--- src/rtl/store_buffer_if.sv ---
// Store-side, load-hazard and memory-write signals of the store buffer.
// The slave modport is the buffer itself; the master is its CPU/memory environment.
interface store_buffer_if #(
   parameter int DEPTH = 4
);
   localparam int CW = $clog2(DEPTH) + 1;

   logic          st_valid;
   logic          st_ready;
   logic [31:0]   st_addr;
   logic [31:0]   st_data;
   logic [1:0]    st_size;
   logic          st_error;
   logic [31:0]   ld_addr;
   logic          ld_hazard;
   logic          empty;
   logic [CW-1:0] count;
   logic [2:0]    bytes_to_write;
   logic [31:0]   write_addr;
   logic [31:0]   write_data;
   logic          write_activate;
   logic          write_done;

   modport slave (
      input  st_valid, st_addr, st_data, st_size, ld_addr, write_done,
      output st_ready, st_error, ld_hazard, empty, count,
             bytes_to_write, write_addr, write_data, write_activate
   );

   modport master (
      output st_valid, st_addr, st_data, st_size, ld_addr, write_done,
      input  st_ready, st_error, ld_hazard, empty, count,
             bytes_to_write, write_addr, write_data, write_activate
   );
endinterface

--- src/rtl/store_buffer.sv ---
// Store buffer: DEPTH-entry FIFO draining one store at a time to the byte-granular memory write port.
// Latency: first write_activate one cycle after an accept into an idle buffer; backpressure: st_ready low when full.
module store_buffer #(
   parameter int DEPTH = 4
) (
   input  logic          clk,
   input  logic          rst,
   store_buffer_if.slave sb
);
   localparam int PW = $clog2(DEPTH);
   localparam int CW = PW + 1;

   typedef struct packed {
      logic [2:0]  bytes;
      logic [31:0] addr;
      logic [31:0] data;
   } entry_t;

   typedef enum logic [1:0] {IDLE, ISSUE, GAP} state_t;

   state_t        state_q, state_d;
   entry_t        mem_q [DEPTH];
   entry_t        mem_d [DEPTH];
   logic [PW-1:0] wr_ptr_q, wr_ptr_d;
   logic [PW-1:0] rd_ptr_q, rd_ptr_d;
   logic [CW-1:0] count_q, count_d;
   logic          st_error_q, st_error_d;
   logic          accept, push, pop;
   logic [2:0]    st_bytes;
   logic          hazard;
   entry_t        head;

   // Last byte may fall in the next word, so both ends of the store are compared.
   function automatic logic entry_hits(entry_t e, logic [29:0] word);
      logic [31:0] last;
      last = e.addr + {29'd0, e.bytes} - 32'd1;
      return (e.addr[31:2] == word) || (last[31:2] == word);
   endfunction

   assign sb.st_ready = (count_q < CW'(DEPTH));
   assign accept      = sb.st_valid && sb.st_ready;
   assign push        = accept && (sb.st_size != 2'd3);
   assign head        = mem_q[rd_ptr_q];

   always_comb begin
      st_bytes = 3'd0;
      case (sb.st_size)
         2'd0:    st_bytes = 3'd1;
         2'd1:    st_bytes = 3'd2;
         2'd2:    st_bytes = 3'd4;
         default: st_bytes = 3'd0;
      endcase
   end

   always_comb begin
      state_d = state_q;
      pop     = 1'b0;
      case (state_q)
         IDLE:    if (count_q != '0) state_d = ISSUE;
         ISSUE: begin
            if (sb.write_done) begin
               pop     = 1'b1;
               state_d = GAP;
            end
         end
         GAP:     state_d = (count_q != '0) ? ISSUE : IDLE;
         default: state_d = IDLE;
      endcase
   end

   always_comb begin
      mem_d      = mem_q;
      wr_ptr_d   = wr_ptr_q;
      rd_ptr_d   = rd_ptr_q;
      count_d    = count_q;
      st_error_d = accept && (sb.st_size == 2'd3);
      if (push) begin
         mem_d[wr_ptr_q] = '{bytes: st_bytes, addr: sb.st_addr, data: sb.st_data};
         wr_ptr_d        = wr_ptr_q + PW'(1);
      end
      if (pop) begin
         rd_ptr_d = rd_ptr_q + PW'(1);
      end
      if (push && !pop) begin
         count_d = count_q + CW'(1);
      end else if (pop && !push) begin
         count_d = count_q - CW'(1);
      end
   end

   // An entry is live when its distance from the read pointer is below the occupancy.
   always_comb begin
      hazard = 1'b0;
      for (int i = 0; i < DEPTH; i++) begin
         if ((CW'(PW'(i) - rd_ptr_q) < count_q) && entry_hits(mem_q[i], sb.ld_addr[31:2])) begin
            hazard = 1'b1;
         end
      end
   end

   always_ff @(posedge clk) begin
      if (rst) begin
         state_q    <= IDLE;
         wr_ptr_q   <= '0;
         rd_ptr_q   <= '0;
         count_q    <= '0;
         st_error_q <= 1'b0;
      end else begin
         state_q    <= state_d;
         wr_ptr_q   <= wr_ptr_d;
         rd_ptr_q   <= rd_ptr_d;
         count_q    <= count_d;
         st_error_q <= st_error_d;
      end
   end

   always_ff @(posedge clk) begin
      mem_q <= mem_d;
   end

   assign sb.write_activate = (state_q == ISSUE);
   assign sb.bytes_to_write = sb.write_activate ? head.bytes : 3'd0;
   assign sb.write_addr     = sb.write_activate ? head.addr  : 32'd0;
   assign sb.write_data     = sb.write_activate ? head.data  : 32'd0;
   assign sb.st_error       = st_error_q;
   assign sb.ld_hazard      = hazard;
   assign sb.empty          = (count_q == '0);
   assign sb.count          = count_q;
endmodule

--- src/flat_wrapper.sv ---
// flat-port wrapper written by rule: the top's interface ports become plain ports
module store_buffer_flat 
#(
   parameter int DEPTH = 4
)
  (clk, rst, sb_st_valid, sb_st_addr, sb_st_data, sb_st_size, sb_ld_addr, sb_write_done, sb_st_ready, sb_st_error, sb_ld_hazard, sb_empty, sb_count, sb_bytes_to_write, sb_write_addr, sb_write_data, sb_write_activate);
  store_buffer_if #(.DEPTH(DEPTH)) sb_i ();
  input  logic clk;
  input  logic rst;
  input wire logic [$bits(sb_i.st_valid)-1:0] sb_st_valid;
  input wire logic [$bits(sb_i.st_addr)-1:0] sb_st_addr;
  input wire logic [$bits(sb_i.st_data)-1:0] sb_st_data;
  input wire logic [$bits(sb_i.st_size)-1:0] sb_st_size;
  input wire logic [$bits(sb_i.ld_addr)-1:0] sb_ld_addr;
  input wire logic [$bits(sb_i.write_done)-1:0] sb_write_done;
  output wire logic [$bits(sb_i.st_ready)-1:0] sb_st_ready;
  output wire logic [$bits(sb_i.st_error)-1:0] sb_st_error;
  output wire logic [$bits(sb_i.ld_hazard)-1:0] sb_ld_hazard;
  output wire logic [$bits(sb_i.empty)-1:0] sb_empty;
  output wire logic [$bits(sb_i.count)-1:0] sb_count;
  output wire logic [$bits(sb_i.bytes_to_write)-1:0] sb_bytes_to_write;
  output wire logic [$bits(sb_i.write_addr)-1:0] sb_write_addr;
  output wire logic [$bits(sb_i.write_data)-1:0] sb_write_data;
  output wire logic [$bits(sb_i.write_activate)-1:0] sb_write_activate;
  assign sb_i.st_valid = sb_st_valid;
  assign sb_i.st_addr = sb_st_addr;
  assign sb_i.st_data = sb_st_data;
  assign sb_i.st_size = sb_st_size;
  assign sb_i.ld_addr = sb_ld_addr;
  assign sb_i.write_done = sb_write_done;
  assign sb_st_ready = sb_i.st_ready;
  assign sb_st_error = sb_i.st_error;
  assign sb_ld_hazard = sb_i.ld_hazard;
  assign sb_empty = sb_i.empty;
  assign sb_count = sb_i.count;
  assign sb_bytes_to_write = sb_i.bytes_to_write;
  assign sb_write_addr = sb_i.write_addr;
  assign sb_write_data = sb_i.write_data;
  assign sb_write_activate = sb_i.write_activate;
  store_buffer #(.DEPTH(DEPTH)) u_core (.clk(clk), .rst(rst), .sb(sb_i));
endmodule
--- config.mk ---
export PLATFORM = sky130hd
export DESIGN_NAME = store_buffer_flat
export DESIGN_NICKNAME = d
export VERILOG_FILES = /design/src/rtl/store_buffer_if.sv /design/src/rtl/store_buffer.sv /design/src/flat_wrapper.sv
export SDC_FILE = /design/constraint.sdc
export NUM_CORES = 1
export LEC_CHECK = 0
export CAP_MARGIN = 20
export CORE_UTILIZATION = 45
export CTS_BUF_LIST = sky130_fd_sc_hd__clkbuf_16
export DETAILED_ROUTE_END_ITERATION = 10
export MAX_ROUTING_LAYER = met4
export PLACE_DENSITY = 0.63
export SLEW_MARGIN = 20
export SYNTH_ARGS = -nofsm -noshare
export SYNTH_HDL_FRONTEND = slang
export SYNTH_SLANG_ARGS = --single-unit
--- constraint.sdc ---
create_clock -name clk -period 7.4 [get_ports clk]
set_input_delay 1.11 -clock clk [delete_from_list [all_inputs] [get_ports clk]]
set_output_delay 1.11 -clock clk [all_outputs]
set_load 0.01 [all_outputs]
==> run_1/m1.png <==
(1.5 px per µm) Supply wires on this layer in grey.
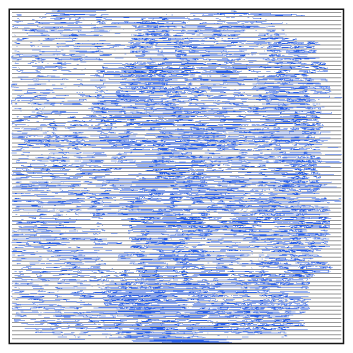
share of all routed wire: 42%
wire length on this layer: 34.0 mm
main direction: horizontal
nets with wire on the layer: 2468
longest straight run: 84.6 µm
grt met1 use: 43.24%
routed wire length: 81660 µm
vias: 18517

==> run_1/m2.png <==
(1 px per µm) Cells faint in the background.
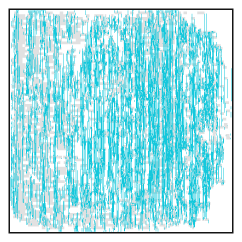
main direction: vertical
wire length on this layer: 37.5 mm
nets with wire on the layer: 2223

==> impl_metrics.yaml, run 1 <==
# physical design summary
status:
  status: "finished clean"
grt:
  met3_usage_pct: 4.506
  top_usage_layer: "met2"
  grt_max_degree: 54
  grt_pass1_vias: 18366
  overflow: 0
routing:
  viasPerCell: 6.247
  drc: 0
  drt-initial-drc-count: 1951
final_timing:
  tns_ps: 0
  clock_skew_ps: 15.34
  hold_ws_ps: 559.3
  worst_slack_ps: 409.8
floorplanning:
  die_area_mm2: 0.04925
  rows: 80
  pin_count: 177
  fp_util_pct: 45.58
finish:
  lay_top_cells: "edfxtp_1, inv_1, clkdlybuf4s50_1"
  fin_util_pct: 52.49
  seq_share_pct: 32.94
  clk_share_pct: 3.570
  seq_cells: 278
  layout.cells.non_filler: 2964
  nets: 2573
  diodes: 0
  fillers: 4358
  comb-cell-share_pct: 49.73
logic_synthesis:
  synth_cell_types: 77
  ys_cells: 2187
  logic_family: "AND-OR/OR-AND gates"
  synthArstFlopShare_pct: 0
cts:
  clock_path_buffers: 3
  clock_sinks: 278
place:
  dpl.hpwl_um: 63980
  placed_area_mm2: 0.02417
  portBuffers: 174
pwr:
  p_leak_nw: 9.295
  clockPowerShare_pct: 23.8
  pg_seq_w: 0.00204
==> run_1/m3.png <==
(1.5 px per µm)
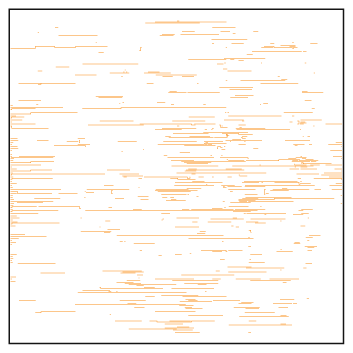
nets with wire on the layer: 348
main direction: horizontal
share of all routed wire: 7.2%
wire length on this layer: 5870 µm

run 1: synthesized netlist by cell type (11+ instances only):
cell / n
a211oi_1: 22
xnor2_1: 154
nor4_1: 37
or3_1: 14
mux2i_1: 13
and2_1: 77
nor2_1: 122
nand4_1: 60
clkbuf_1: 77
nor2b_1: 16
ha_1: 138
o21a_1: 16
a21o_1: 49
edfxtp_1: 268
o2111ai_1: 11
inv_1: 174
nand3_1: 37
nand2b_1: 13
xor2_1: 128
nor3_1: 50
mux4_2: 67
a221oi_1: 12
and3_1: 11
nand2_1: 140
o21bai_1: 15
buf_2: 13
o21ai_0: 100
a31oi_1: 19
a2111oi_0: 11
a21oi_1: 149
run 1: worst paths after layout:
kind                                          from                 end  slack (ps)
worst max-delay path             u_core.mem_q[234]        sb_ld_hazard         410
worst min-delay path            u_core.wr_ptr_q[1]  u_core.wr_ptr_q[1]         560
worst max register to register  u_core.sb.count[2]   u_core.mem_q[249]        4510
worst min register to register  u_core.wr_ptr_q[1]  u_core.wr_ptr_q[1]         560
run 1: worst max-delay path: stages, from the launching register on:
cell and delay (ps):
edfxtp_1 390, inv_1 70, ha_1 220, o21bai_1 300, fa_1 520, xnor2_1 210
xnor2_1 140, o211ai_1 180, a2111oi_0 550, nand4_1 150, or4_1 440, nor4_2 200
o2111ai_1 160, or4_1 480, or4_1 580, nand3_1 180, clkdlybuf4s50_1 550
run 1: state kept, by name, summed over array words and instances, names as in the netlist:
signal              flops
u_core.mem_q          268
u_core.rd_ptr_q         2
u_core.sb.count         3
u_core.sb.st_error      1
u_core.state_q          2
u_core.wr_ptr_q         2
run 1: layer usage:
layer | share of wire [%] | wire [µm]
met5 | 0 | 0
met3 | 7.2 | 5864
met4 | 5.3 | 4333
met1 | 42 | 34000
met2 | 46 | 37460
## Run 2: what changed since run 1
Settings changed: CTS_BUF_LIST sky130_fd_sc_hd__clkbuf_16 to default.
==> run_2/m3.png <==
(1.5 px per µm)
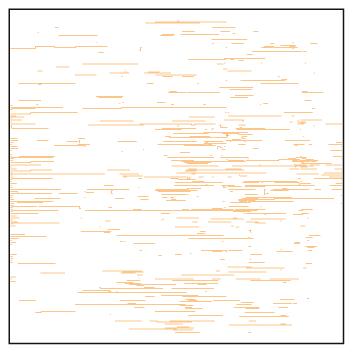
nets with wire on the layer: 347
longest straight run: 115 µm
share of all routed wire: 7.2%
wire length on this layer: 5870 µm
routed wire length: 81670 µm
met3 Usage GRT: 4.506%

==> run_2/m1.png <==
(1.5 px per µm) Supply wires on this layer in grey.
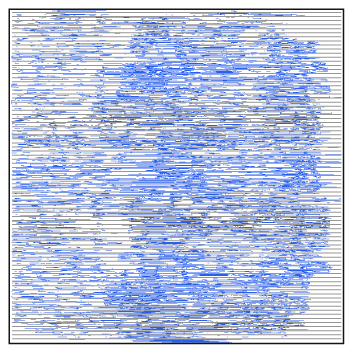
main direction: horizontal
nets with wire on the layer: 2468
longest straight run: 84.6 µm

==> run 2 against run 1 <==
- global-route usage unchanged
- synthesized cell count unchanged
- routed wire length about the same
- final cell count unchanged
- combinational power about the same
- critical path type unchanged
- critical endpoint unchanged
- largest cell class unchanged
- highest routed layer unchanged
==> impl_metrics.yaml, run 2 <==
# physical design summary
routing:
  wl_met2_um: 37460
  routedWlPerCell_um: 27.55
  m1WireLength_um: 34000
  drt-initial-drc-count: 1951
  routed.top_layer: "met4"
  vias: 18514
  ant_nets: 0
  drc: 0
  viasPerCell: 6.246
  drt-pass1-iter-count: 5
  route.met3.wl_um: 5864
logic_synthesis:
  ys_sh_aoi_pct: 15.49
  flop_cell: "edfxtp_1"
  synth_seq_share_pct: 37.90
  mux_area_share_pct: 7.635
  logic_family: "AND-OR/OR-AND gates"
  ys_cells: 2187
  top_cell: "edfxtp_1"
  synthArstFlopShare_pct: 0
  xor_area_share_pct: 11.35
  postSynthCellCount: 2187
  synth_cell_types: 77
  syn_nets: 2432
  adder_share_pct: 8.394
  synth_flops: 278
  ys_sh_simple_pct: 14.31
  syn_avg_cell_area_um2: 9.951
  topCellsByArea: "edfxtp_1, ha_1, mux4_2"
  yosys.area.top_type: "edfxtp_1"
  common_cells: "edfxtp_1, inv_1, xnor2_1, a21oi_1, nand2_1"
floorplanning:
  fp_util_pct: 45.58
  pin_count: 177
  die_y_um: 221.9
  die_area_mm2: 0.04925
  rows: 80
critical_path:
  cp_slowest_cell: "or4_1"
  crit_type: "reg -> out"
  crit_family: "simple AND/OR/NAND/NOR gates"
  arrival_ps: 5880
  cpPeakStageDelay_ps: 580
  cpMostUsedCell: "or4_1"
  crit_chain: "inv_1 > ha_1 > o21bai_1 > fa_1 > xnor2_1 > xnor2_1 > o211ai_1 > a2111oi_0 > nand4_1 > or4_1 > nor4_2 > o2111ai_1 > or4_1 > or4_1 > nand3_1 > clkdlybuf4s50_1"
  reg2reg_depth: 5
  cp-end-kind: "output pin"
  crit_cells: 16
  cp.required_ps: 6290
  critPathBufInv: 2
final_timing:
  slew_violations: 0
  clock_skew_ps: 15.34
  maxSlewHeadroom_pct: 13.84
  timing.fmax_ghz: 0.1431
  rsz0062_at_grt: "false"
  post-route-min-period_ps: 6990
  setup_viol: 0
  final.period_utilization_pct: 94.46
  tns_ps: 0
  tightest_slew_ps: 1279
place:
  portBuffers: 174
  dpl.hpwl_um: 63980
  place.gp.congestion: 1.010
cts:
  clock_sinks: 278
  postCtsSetupBuffers: 0
  cts_made_buffers: 27
  cts_resized: 0
  cts_tree: "done"
  clock_path_buffers: 3
  clk_pin_slew_ps: 60
pwr:
  switching_share_pct: 37.44
  p_int_w: 0.003716
  p_switching_w: 0.002224
  clockPowerShare_pct: 23.8
  p_leak_nw: 9.291
finish:
  largest_register_ffs: 268
  area_growth_pct: 15.15
  nets: 2573
  regMostFlops: "u_core.mem_q"
  diodes: 0
  lay_top_cells: "edfxtp_1, inv_1, clkdlybuf4s50_1"
  layout_top_cell: "edfxtp_1"
  fillers: 4358
grt:
  antenna_found_initial: 0
  groute.usage.overall_pct: 33.85
  grt_max_degree: 54
  grt_pass1_vias: 18366
  overflow: 0
worst_hold_path:
  hp-class: "reg -> reg"
status:
  status: "finished clean"
job:
  cap_violations: 0
[run 2: cell counts after synthesis]
Identical to the previous run, type by type.
[run 2: layout make-up]
cell class	count	area, µm²	area share [%]
multi-input cells	1635	12460	49.73
repair buffers	212	2027	8.088
inverters	174	653.1	2.606
flip-flops and latches	278	8255	32.94
clock buffers	28	679.4	2.711
clock inverters	22	215.2	0.8587
well taps	615	769.5	3.070
[run 2: metal layers]
metal	vias to the layer above	track usage, %
li1	8405	-
met3	189	4.506
met4	0	15.55
met5	-	-
met2	799	53.55
met1	9121	43.24
[run 2: power groups by stage]
stage | Clock (W) | Sequential, W | Combinational (W)
after floorplan | 0 | 0.00200 | 0.00158
after global placement | 0 | 0.00206 | 0.00244
after detailed placement | 0 | 0.00207 | 0.00244
after CTS | 0.00143 | 0.00204 | 0.00246
after global routing | 0.00149 | 0.00205 | 0.00267
final | 0.00141 | 0.00204 | 0.00248
[run 2: stage by stage]
step                      area (µm²)  setup slack (ps)  hold WS, ps  util (%)  instances
after floorplan                21760              1893        509.4         -       2187
after global placement         24170             894.6        514.5     50.62       2914
after detailed placement       24170             834.4        540.5     50.62       2914
after CTS                      25060             453.4        558.0     52.49       2964
after global routing           25060             169.4        590.9     52.49       2964
final                          25060             409.6        559.3     52.49       2964
[run 2: worst paths after layout]
kind         slack [ps]                from                  to
max                 410   u_core.mem_q[234]        sb_ld_hazard
min                 560  u_core.wr_ptr_q[1]  u_core.wr_ptr_q[1]
min reg2reg         560  u_core.wr_ptr_q[1]  u_core.wr_ptr_q[1]
max reg2reg        4510  u_core.sb.count[2]   u_core.mem_q[249]
## Run 3: what changed since run 2
--- a/config.mk
+++ b/config.mk
@@ -7,4 +7,5 @@
 export LEC_CHECK = 0
 export CAP_MARGIN = 20
+export CORE_MARGIN = 2
 export CORE_UTILIZATION = 45
 export DETAILED_ROUTE_END_ITERATION = 10
==> constraint.sdc (replaced) <==
create_clock -name clk -period 7.4 [get_ports clk]
set_input_delay 1.11 -clock clk [delete_from_list [all_inputs] [get_ports clk]]
set_output_delay 1.11 -clock clk [all_outputs]
set_load 0.05 [all_outputs]
==> run_3/placed.png <==
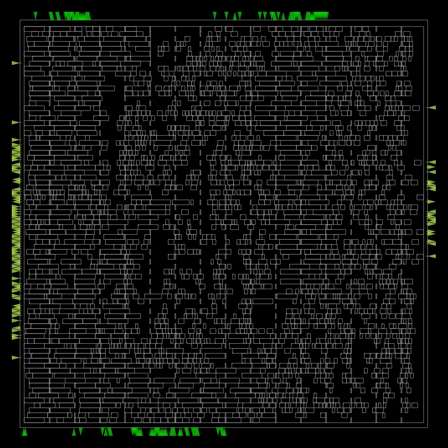
flop count: 278
row count: 80
TAP cells: 615
Layout Cells excl Fill: 2963

==> run_3/m2.png <==
(1 px per µm) Cells faint in the background.
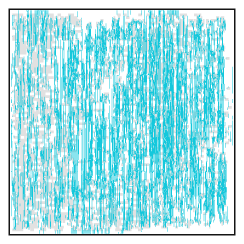
longest straight run: 117 µm
nets with wire on the layer: 2254
vias: 18476
met2 Use GR: 55.12%
routed wire length: 82940 µm

==> run 3 against run 2 <==
- hold slack got worse by 29 ps
- cell area increased by 0.12%
- count of clock-buffer cells in the layout increased by 8
- first-iteration DRC count decreased by 12%
- highest routed layer unchanged
- critical path type unchanged
- largest power group unchanged
- utilization increased by 0.063 points
- setup slack improved by 330 ps
- register-to-register slack about the same
- power increased by 5.6%
- clock power about the same
- global-route usage decreased by 0.16 points
- sequential cell count unchanged
- largest cell class unchanged
==> impl_metrics.yaml, run 3 <==
# physical design summary
critical_path:
  reg2reg_depth: 5
  arrival_ps: 5550
  endpoint: "sb_ld_hazard"
  r2r_end: "u_core.mem_q[262]"
  crit_chain: "inv_1 > ha_1 > o21bai_1 > fa_1 > nand2b_1 > a21oi_1 > a22oi_1 > a31oi_1 > o31ai_1 > or3_1 > a211o_1 > or4_1 > or4_1 > nand3_1 > buf_12"
  crit_type: "reg -> out"
  cp_slowest_cell: "or4_1"
  reg2reg_slack_ps: 4500
  crit_cells: 15
  r2r_start: "u_core.sb.count[2]"
  critPathBufInv: 2
  cpPeakStageDelay_ps: 610
  cpMostUsedCell: "or4_1"
  cp-end-kind: "output pin"
cts:
  cts_resized: 0
  postCtsSetupBuffers: 0
  cts_tree: "done"
  clock_sinks: 278
  clock_path_buffers: 3
  cts_made_buffers: 28
  clk_pin_slew_ps: 60
finish:
  regMostFlops: "u_core.mem_q"
  layout_top_cell: "edfxtp_1"
  fin_util_pct: 52.55
  area_growth_pct: 15.29
  stdcell_area_mm2: 0.02509
  nets: 2572
  lay_top_cells: "edfxtp_1, inv_1, clkdlybuf4s50_1"
  largest_register_ffs: 268
grt:
  antenna_found_initial: 1
  grt_pass1_vias: 17864
  grt_use_met1_pct: 42.31
  groute.usage.overall_pct: 33.69
  met3_usage_pct: 4.840
  grt_max_degree: 47
  overflow: 0
final_timing:
  final.period_utilization_pct: 90.01
  clock_skew_ps: 13.08
  maxSlewHeadroom_pct: 32.20
  post-route-min-period_ps: 6661
  slew_violations: 0
  tightest_slew_ps: 1014
  hold_ws_ps: 529.9
  setup_viol: 0
  worst_slack_ps: 739.2
place:
  placedCellCount: 2912
  portBuffers: 174
  place.gp.congestion: 0.9982
  dp_slack_ps: 1189
  placed_area_mm2: 0.02417
  dpl.hpwl_um: 65440
logic_synthesis:
  syn_avg_cell_area_um2: 9.951
  flop_cell: "edfxtp_1"
  common_cells: "edfxtp_1, inv_1, xnor2_1, a21oi_1, nand2_1"
  yosys.area.top_type: "edfxtp_1"
  ys_cells: 2187
  postSynthCellCount: 2187
  syn_nets: 2432
  synthArstFlopShare_pct: 0
  top_cell: "edfxtp_1"
  synth_flops: 278
  topCellsByArea: "edfxtp_1, ha_1, mux4_2"
floorplanning:
  pin_count: 177
  fp_util_pct: 45.58
  die_y_um: 223.9
  die_area_mm2: 0.05014
pwr:
  irDropWorstVdd_mv: 0.2988
routing:
  drc: 0
  ant_nets: 0
  routedWlPerCell_um: 27.99
  viasPerCell: 6.236
  drt-initial-drc-count: 1709
  drt-pass1-iter-count: 5
worst_hold_path:
  hp-class: "reg -> reg"
job:
  cap_violations: 0
status:
  status: "finished clean"
[run 3: worst min-delay path by stage]
| stage | from | to | slack [ps] | cells past startpoint |
|---|---|---|---|---|
| 2_1_floorplan | u_core.state_q[0] | u_core.state_q[0] | 510 | 3 |
| 3_3_place_gp | u_core.sb.count[2] | u_core.sb.count[2] | 510 | 2 |
| 3_5_place_dp | u_core.sb.count[2] | u_core.sb.count[2] | 520 | 2 |
| 4_1_cts | u_core.sb.count[2] | u_core.sb.count[2] | 530 | 2 |
| 5_1_grt | u_core.sb.count[2] | u_core.sb.count[2] | 580 | 2 |
| 6_report | u_core.sb.count[2] | u_core.sb.count[2] | 530 | 2 |
[run 3: kinds of logic after synthesis]
logic type | after synthesis | synth area share (%)
and+or+nand+nor | 610 | 14.31
AOI/OAI and AO/OA | 518 | 15.49
xor gates and xnor gates | 282 | 11.35
DFF | 278 | 37.90
buffers and inverters | 274 | 4.921
adders and majority gates | 143 | 8.394
muxes | 82 | 7.635
[run 3: power breakdown]
part	internal (W)	leakage, nW	switching (W)
registers	0.00190	2.53	0.000168
clock network	0.000825	0.447	0.000610
logic	0.00104	6.33	0.00173
total	0.00376	9.31	0.00251
[run 3: final cells by class]
type / count / area, µm²
Inverter: 174 / 653.1
Clock buffer: 36 / 752.0
Multi-Input combinational cell: 1635 / 12470
Tap cell: 615 / 769.5
Antenna cell: 1 / 2.502
Clock inverter: 14 / 168.9
Timing Repair Buffer: 210 / 2022
Sequential cell: 278 / 8255
Fill cell: 4383 / 22650
[run 3: worst min-delay path, stage by stage (launching register included)]
cell,delay (ps)
dfxtp_1,340
o21ai_0,80
a21oi_1,60
[run 3: routing by layer]
layer | share of wire (%) | wire (µm)
met2 | 48 | 39580
met3 | 6.9 | 5707
met1 | 41 | 33920
met4 | 4.5 | 3729
met5 | 0 | 0
Power figures rest on the tool's default switching activity, not on a simulated workload.
